`src/rtl/regfile_wport_arbiter_if.sv`:
```
// regfile_wport_arbiter_if: writeback request bus plus register-file write port.
interface regfile_wport_arbiter_if #(
  parameter int NREQ = 3,
  parameter int AW = 5,
  parameter int DW = 32
);
  logic [NREQ-1:0] req_val;
  logic [NREQ-1:0] req_rdy;
  logic [NREQ*AW-1:0] req_addr;
  logic [NREQ*DW-1:0] req_data;
  logic wen;
  logic [AW-1:0] waddr;
  logic [DW-1:0] wdata;
  logic init_done;
  modport master (output req_val, req_addr, req_data, input req_rdy, wen, waddr, wdata, init_done);
  modport slave (input req_val, req_addr, req_data, output req_rdy, wen, waddr, wdata, init_done);
endinterface

```
`src/rtl/regfile_wport_arbiter.sv`:
```
// regfile_wport_arbiter: clears x1..x(2^AW-1) after reset, then round-robins the write port.
module regfile_wport_arbiter #(
  parameter int NREQ = 3,
  parameter int AW = 5,
  parameter int DW = 32
) (
  input logic clk,
  input logic rst_n,
  regfile_wport_arbiter_if.slave bus
);
  localparam int PW = (NREQ > 1) ? $clog2(NREQ) : 1;
  typedef enum logic [1:0] {IDLE, INIT, RUN} state_t;
  state_t state, state_d;
  logic [AW-1:0] clr_ptr;
  logic [PW-1:0] rr_ptr, g, cand;
  logic found, xfer;
  always_comb begin
    found = 1'b0;
    g = '0;
    cand = '0;
    for (int k = 0; k < NREQ; k++) begin
      cand = PW'((int'(rr_ptr) + k) % NREQ);
      if (!found && bus.req_val[cand]) begin
        found = 1'b1;
        g = cand;
      end
    end
  end
  // outputs decode only from registered state and req_val, so reset forces IDLE values at once
  always_comb begin
    state_d = (state == IDLE) ? INIT : (state == INIT && &clr_ptr) ? RUN : state;
    xfer = (state == RUN) && found;
    bus.req_rdy = xfer ? NREQ'(1) << g : '0;
    bus.wen = (state == INIT) || (xfer && |bus.req_addr[g*AW +: AW]);
    bus.waddr = (state == INIT) ? clr_ptr : xfer ? bus.req_addr[g*AW +: AW] : '0;
    bus.wdata = xfer ? bus.req_data[g*DW +: DW] : '0;
    bus.init_done = (state == RUN);
  end
  always_ff @(posedge clk or negedge rst_n) begin
    if (!rst_n) begin
      state <= IDLE;
      clr_ptr <= AW'(1);
      rr_ptr <= '0;
    end else begin
      state <= state_d;
      if (state == INIT && !(&clr_ptr)) clr_ptr <= clr_ptr + 1'b1;
      if (xfer) rr_ptr <= (int'(g) == NREQ - 1) ? '0 : g + 1'b1;
    end
  end
endmodule

```
`src/flat_wrapper.sv`:
```
// flat-port wrapper written by rule: the top's interface ports become plain ports
module regfile_wport_arbiter_flat 
#(
  parameter int NREQ = 3,
  parameter int AW = 5,
  parameter int DW = 32
)
  (clk, rst_n, bus_req_val, bus_req_addr, bus_req_data, bus_req_rdy, bus_wen, bus_waddr, bus_wdata, bus_init_done);
  regfile_wport_arbiter_if #(.NREQ(NREQ), .AW(AW), .DW(DW)) bus_i ();
  input logic clk;
  input logic rst_n;
  input wire logic [$bits(bus_i.req_val)-1:0] bus_req_val;
  input wire logic [$bits(bus_i.req_addr)-1:0] bus_req_addr;
  input wire logic [$bits(bus_i.req_data)-1:0] bus_req_data;
  output wire logic [$bits(bus_i.req_rdy)-1:0] bus_req_rdy;
  output wire logic [$bits(bus_i.wen)-1:0] bus_wen;
  output wire logic [$bits(bus_i.waddr)-1:0] bus_waddr;
  output wire logic [$bits(bus_i.wdata)-1:0] bus_wdata;
  output wire logic [$bits(bus_i.init_done)-1:0] bus_init_done;
  assign bus_i.req_val = bus_req_val;
  assign bus_i.req_addr = bus_req_addr;
  assign bus_i.req_data = bus_req_data;
  assign bus_req_rdy = bus_i.req_rdy;
  assign bus_wen = bus_i.wen;
  assign bus_waddr = bus_i.waddr;
  assign bus_wdata = bus_i.wdata;
  assign bus_init_done = bus_i.init_done;
  regfile_wport_arbiter #(.NREQ(NREQ), .AW(AW), .DW(DW)) u_core (.clk(clk), .rst_n(rst_n), .bus(bus_i));
endmodule
```
`config.mk`:
```
export PLATFORM = sky130hd
export DESIGN_NAME = regfile_wport_arbiter_flat
export DESIGN_NICKNAME = d
export VERILOG_FILES = /design/src/rtl/regfile_wport_arbiter_if.sv /design/src/rtl/regfile_wport_arbiter.sv /design/src/flat_wrapper.sv
export SDC_FILE = /design/constraint.sdc
export NUM_CORES = 1
export LEC_CHECK = 0
export ABC_CLOCK_PERIOD_IN_PS = 2700
export CORE_MARGIN = 4
export CORE_UTILIZATION = 28
export DETAILED_ROUTE_END_ITERATION = 7
export PLACE_DENSITY = 0.78
export SLEW_MARGIN = 30
export SYNTH_ARGS = -nofsm -noshare
export SYNTH_HDL_FRONTEND = slang
export SYNTH_SLANG_ARGS = --single-unit
```
`constraint.sdc`:
```
create_clock -name clk -period 2.7 [get_ports clk]
set_input_delay 0.405 -clock clk [delete_from_list [all_inputs] [get_ports clk]]
set_output_delay 0.405 -clock clk [all_outputs]
set_load 0.1 [all_outputs]
```
==> run_1/sizes.png <==
Scale: 4 px per um.
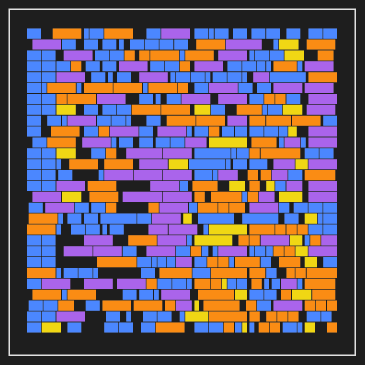
colour	size	cells
orange	_3 and _4 cells	109
yellow	_2 cells	29
blue	_0 and _1 cells	225
purple	_6 and larger	71

==> run_1/detail.png <==
Region (9, 52) to (34, 77) um. Cells in grey, sequential cells in the stronger grey; small squares are vias.
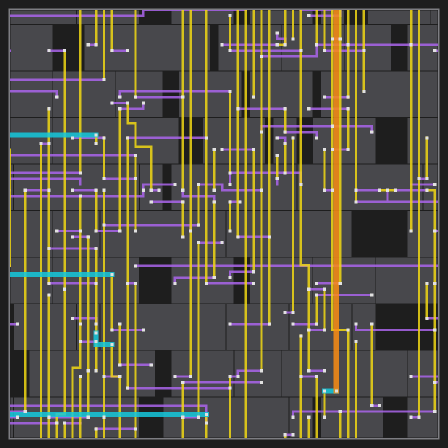
colour	layer
yellow	metal 2
purple	metal 1
cyan	metal 3
orange	metal 4
most frequent	clkdlybuf4s50_1 (14), buf_12 (7)
cells with their middle in the window	45
sequential cells in the window	0

==> out/writeup.txt, run 1 <==
The registers reported with the highest flop counts are u_core.clr_ptr: 5 flops, u_core.rr_ptr: 2 flops, u_core.state: 2 flops. The clock tree root driver cell was clkbuf_8. Each instance of the synthesized netlist takes up on average 7.92 um2.

The post-synthesis compound-gate area fraction is 29.7%. Setup repair after global routing could not meet its margin everywhere. The final reports fail on setup timing. met3 track demand over resource after global routing is 7.88%. The routed length per instance is 23.7 um.

The script logs the ratio of routed vias to standard cells as 5.60. With the warning count from the yosys run at 0, the fraction of met2 tracks used by global routing is 52.8%. Detailed placement ended at an HPWL of 7210 um. The first global-routing pass estimated 16100 um of wire. For the least setup slack across all paths after layout, the log shows -0.732 ns. Main kind of combinational logic by area: AND-OR/OR-AND gates.

The reg-to-reg critical path startpoint is u_core.rr_ptr[0]. For this run, the script counts the antenna cells in the layout as 0. The run gives 1 as the number of H-tree levels.

Hold timing on the final database bottoms out at a slack of 0.484 ns. With the overflow left after global routing at 0, the part of the cycle the worst path needs is 127%. Summed over all failing endpoints, the final setup total negative slack is -24.82 ns. Per the synthesis report, the XOR/XNOR share of the synthesized area is 1.54%. Measured on the finished design, the core utilization comes to 88.6%. The number of design-rule violations left by the first detailed-router iteration is 176. Among the stages of the critical path, the cell type that occurs most often is buf_12. In the synthesized netlist, the number of instances is 216.

Hold repair after CTS inserted 0 buffers. The peak fanout along the critical path is 6, and the proportion of layout cells with a drive suffix above 1 is 48.2%. Summing the sequential cell areas from Yosys gives 13.2% of the chip area. The standard cell area after detailed placement was 4620 um2. The number of clock sinks was 9. The logs give 2 for the buffer depth of the longest clock path and 3 for the TritonCTS buffer count. The routed layout reports a DRC error count of 0. The run gives 0.00509 ns for the final clock skew. The synthesis run shows the most used standard cells to be nor2_1 (43), mux2i_1 (37), a211oi_1 (32).

The critical path buffer and inverter count was 4; the proportion of synthesized area in mux cells was 23.0%. For this block, wires on met1 add up to 4260 um. The area recorded from the Yosys report for this design is 1710 um2. The flip-flop and latch count after synthesis is 9, and the horizontal extent of the die is 86.2 um. The logic depth of the worst path, buffers included works out to 12. The number of inserted filler cells in the final layout came out at 255. The run finished, with violations left. Per the synth stats, the flop cell with the highest instance count is dfrtp_1.

The tools report the number of top-level design ports as 158. The longest incremental delay of any stage on the critical path is reported as 0.41 ns. Post-synthesis to final-layout area growth: 207%. The final report lists the setup-violating endpoint count as 42. Tally of OpenROAD warnings: 32. The netlist uses 42 different library cells. With the via count of the first global-routing pass at 3086, the net count of the mapped netlist is 338. The run gives 0 for the count of nets left with antenna violations after detail routing.
==> run_1/layer_met1.png <==
Scale: 6 px per um.
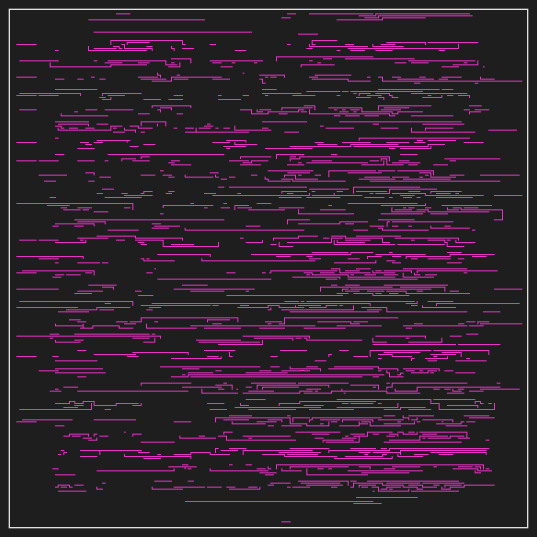
wire length on this layer	4260 um
share of all routed wire	35%
fraction of met1 tracks used by global routing: 29.4%
routed wire length: 12100 um

run 1: worst max-delay path by stage:
stage,start,endpoint,slack (ns)
2_1_floorplan,u_core.rr_ptr[0],bus_wdata[10],-0.60
3_3_place_gp,bus_req_val[1],bus_wdata[23],-0.41
3_5_place_dp,bus_req_val[1],bus_wdata[29],-0.51
4_1_cts,u_core.rr_ptr[1],bus_wdata[7],-0.48
5_1_grt,u_core.rr_ptr[0],bus_wen,-0.75
6_report,u_core.rr_ptr[0],bus_wen,-0.73
run 1: area by class of cell:
class                           instances  area (um2)  share of cell area [%]
Timing Repair Buffer                  230        2780                    53.0
Multi-Input combinational cell        182        2060                    39.2
Sequential cell                         9         229                    4.36
Tap cell                               75        93.8                    1.79
Clock buffer                            4        45.0                   0.858
Inverter                                8        32.5                   0.620
Timing Repair inverter                  1        7.51                   0.143
==> run_1/placement_by_type.png <==
Scale: 4 px per um.
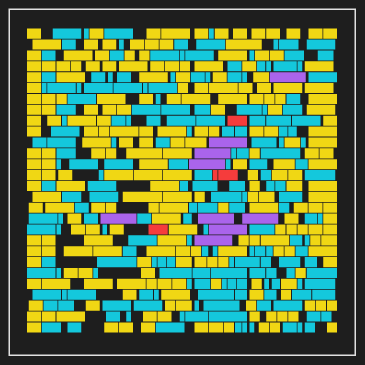

==> run 1 -> run 2 <==
--- a/config.mk
+++ b/config.mk
@@ -6,7 +6,6 @@
 export NUM_CORES = 1
 export LEC_CHECK = 0
 export ABC_CLOCK_PERIOD_IN_PS = 2700
-export CORE_MARGIN = 4
 export CORE_UTILIZATION = 28
 export DETAILED_ROUTE_END_ITERATION = 7
 export PLACE_DENSITY = 0.78
==> run_2/placement_by_type.png <==
Scale: 4 px per um.
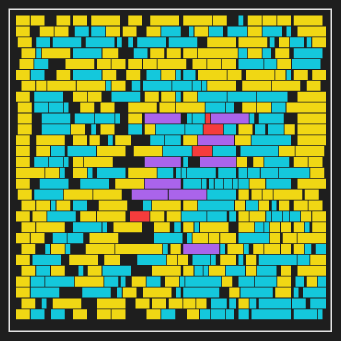
colour	class	cells	share of their area
yellow	other buffers and delay cells	226	54%
cyan	combinational and other logic	190	41%
red	clock drivers and dummy loads	4	0.88%
purple	flops	9	4.4%
final cell area excluding filler cells: 5210 um2
sequential fraction of total cell area: 4.37%
final standard cell utilization of the core: 88.0%

==> run_2/congestion.png <==
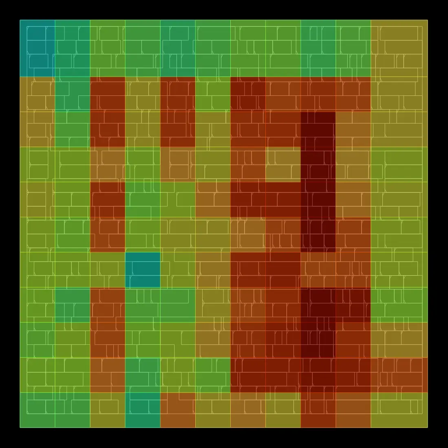
GRT Util Overall: 28.4%
global-route track usage on met2: 52.0%

==> run 2 against run 1 <==
- the run still ends with setup timing left
- clock skew is 0.0049 ns lower
- routed wire length is 15% lower
- critical path type unchanged
- final area is 0.67% lower
- via count is 5.5% lower
- final cell count is 0.98% lower
- non-clock buffer count is 4 lower
- first-iteration DRC count is 5.7% lower
==> out/writeup.txt, run 2 <==
For the peak clock frequency supported by timing, the log shows 306 MHz (was 291 MHz). The via density per instance is 5.34 (was 5.60). The tally of OpenROAD warnings came out at 32 (unchanged). Critical path endpoint category: an output port (unchanged). With the flip-flop and latch count after synthesis at 9 (unchanged), the reported max-cap violation count is 0 (unchanged). With the peak fanout along the critical path at 7 (was 6), the average cell area after synthesis is 7.92 um2 (unchanged). Critical path class: flop to output port (unchanged). Most used standard cells in the synthesized netlist: nor2_1 (43), mux2i_1 (37), a211oi_1 (32) (unchanged). The routed length on met3 was 730 um (was 1020 um); the clock transition at the register clock pins on the worst setup and hold paths after CTS was 0.04 ns (was 0.05 ns). Quantity of hold-fixing buffers added after cts: 0 (unchanged). The run gives 277 (was 255) as the number of inserted filler cells in the final layout. The run gives 0.23 ns (was 0.25 ns) for the clock insertion delay at the later pin of the skew report. The final clock skew came out at 0.000217 ns (was 0.00509 ns). With the non-filler instance count after layout at 504 (was 509), the register-to-register setup slack is 0 ns (was -0.18 ns). Failing checks: setup timing (unchanged). The initial antenna violation count is 0 (unchanged), and the met1 demand-to-capacity share in global routing is 32.9% (was 29.4%).

The setup violation total in the final timing report was 42 (unchanged). The largest area contributor in the netlist was mux2i_1 (unchanged). Most common cell after layout, fill and taps aside: clkdlybuf4s50_1 (unchanged). The warning count from the yosys run is 0 (unchanged), and the sequential cell area fraction in the yosys report is 13.2% (unchanged).

The most flop-heavy register was u_core.clr_ptr (unchanged). The net count of the mapped netlist is 338 (unchanged). The number of optimization iterations in the first detailed-route pass came out at 4 (unchanged).

The multi-input gate area in the final layout was 2060 um2 (about the same); the buffer depth of the longest clock path was 2 (unchanged). The run finished, with violations left. The final net count is 552 (was 557). The main kind of combinational logic by area is AND-OR/OR-AND gates (unchanged). The number of flip-flops in the largest register was 5 (unchanged). The data-path buffer share of cell area in the final layout works out to 52.9% (was 53.0%). The tools report the number of hold violations in the final report as 0 (unchanged).

The routing layer with the top usage in global route was met2 (unchanged). The number of H-tree levels is 1 (unchanged). The fraction of area in multi-input gates was 39.5% (was 39.2%). The via count of the first global-routing pass is 2798 (was 3086), and the diode insertion count for antenna repair is 0 (unchanged).

With the number of pins with negative max-slew slack in the final report at 0 (unchanged), the sequential cell count is 9 (unchanged). The part of the cycle the worst path needs came out at 121% (was 127%). The HPWL reported at the end of detailed placement is 6500 um (was 7210 um). The run gives 0 (unchanged) as the overflow left after global routing. For the yosys synthesis chip area, the log shows 1710 um2 (unchanged). The horizontal extent of the die was 80.2 um (was 86.2 um).

The run gives 166 (was 176) as the number of design-rule violations left by the first detailed-router iteration. The highest layer used for signal routing was met4 (unchanged). The reg-to-reg critical path startpoint is u_core.rr_ptr[0] (unchanged). The yosys stat cell total was 216 (unchanged).

With the required time at the worst-slack endpoint at 2.30 ns (about the same), the worst-case setup slack after placement is -0.550 ns (was -0.511 ns). The count of input and output buffers was 157 (unchanged). The met3 track utilization from global routing came out at 5.80% (was 7.88%). Clock tree root driver cell: clkbuf_8 (unchanged). Proportion of synthesized area in mux cells: 23.0% (unchanged).

Top cells by area: mux2i_1 (22%), a211oi_1 (14%), dfrtp_1 (12%), nor2_1 (9.4%), ha_1 (4.4%) (unchanged). The final RePlAce weighted congestion is 0.860 (was 0.871). Standard cell area after detailed placement: 4690 um2 (was 4620 um2). The routed metal-1 wire length is 3600 um (was 4260 um), and the area fraction of clock buffers and clock inverters is 0.864% (was 0.858%).

The pin count of the biggest net entering global routing came out at 17 (was 23). The parity-gate share of the synthesized area counting xor and xnor cells is 1.54% (unchanged), and the post-synthesis instance area is 1710 um2 (unchanged). Setup repair after global routing could not meet its margin everywhere.

The tools report the count of nets left with antenna violations after detail routing as 0 (unchanged). The run gives 100% (unchanged) for the share of flip-flops with an asynchronous set or reset after synthesis. Most used cells in the layout excluding fill and tap cells: clkdlybuf4s50_1 (113), buf_12 (51), buf_4 (38) (was clkdlybuf4s50_1 (114), buf_12 (53), buf_4 (48)).

The area share of the leading cell type in the synthesized netlist is 21.7% (unchanged). Start point of the critical path: u_core.rr_ptr[1] (was u_core.rr_ptr[0]). The least setup slack across all paths after layout is -0.572 ns (was -0.732 ns), and the site row count is 28 (unchanged). The routed length per instance was 20.3 um (was 23.7 um); the max-slew headroom at the worst pin was 56.7% (was 54.0%). The logs give 158 (unchanged) for the number of top-level design ports and 182 (unchanged) for the multi-input combinational cell count. Dominant synthesized flop cell: dfrtp_1 (unchanged).

The proportion of layout cells with a drive suffix above 1 was 46.6% (was 48.2%). Startpoint type of the worst setup path: a flop (unchanged). For the TritonCTS buffer count, the log shows 3 (unchanged). The tools report the total area of sequential cells as 228 um2 (was 229 um2). With the post-synthesis to final-layout area growth at 205% (was 207%), the final worst hold slack is 0.475 ns (was 0.484 ns). The clock tree buffer count of the final layout was 4 (unchanged). Leading registers by flop count: u_core.clr_ptr: 5 flops, u_core.rr_ptr: 2 flops, u_core.state: 2 flops (unchanged).

The number of placed cells counting well taps is 477 (was 470). The number of non-clock buffers is 226 (was 230). TritonCTS built the clock tree.

The post-synthesis compound-gate area fraction came out at 29.7% (unchanged). The end point of the critical path is bus_wen (unchanged). The number of clock sinks was 9 (unchanged). The dominant kind of cell by area was buffers (unchanged).

For the total DRC errors in the routed layout, the log shows 0 (unchanged). The most frequent cell after synthesis is nor2_1 (unchanged). For the post-route setup TNS, the log shows -19.63 ns (was -24.82 ns). The count of different cell masters after synthesis was 42 (unchanged). The detailed-route wire length was 10200 um (was 12100 um); the number of ordinary inverters in the final layout was 8 (was 9). The synthesized instance count is 216 (unchanged), and the tap cell count is 75 (unchanged).

The worst-margin pin slew is 0.648 ns (was 0.689 ns), and the wire length of the first global-routing pass is 13900 um (was 16100 um).
## run 2: cell counts after synthesis
No cell type changed its count.
## run 2: worst max-delay path, stage by stage, from the launching register on
cell      delay, ns
dfrtp_2        0.41
inv_2          0.07
buf_6          0.12
ha_4           0.16
nand3b_1       0.26
o21a_4         0.21
a32oi_4        0.34
buf_12         0.20
mux2i_1        0.21
nor2_1         0.08
o21ai_2        0.26
nand3_4        0.11
buf_12         0.18
## run 2: what timing repair did
item,in CTS,in global routing
setup buffers,14,9
gates resized,30,31
pin swaps,8,13
setup endpoints to repair,41,41
cloned,2,0
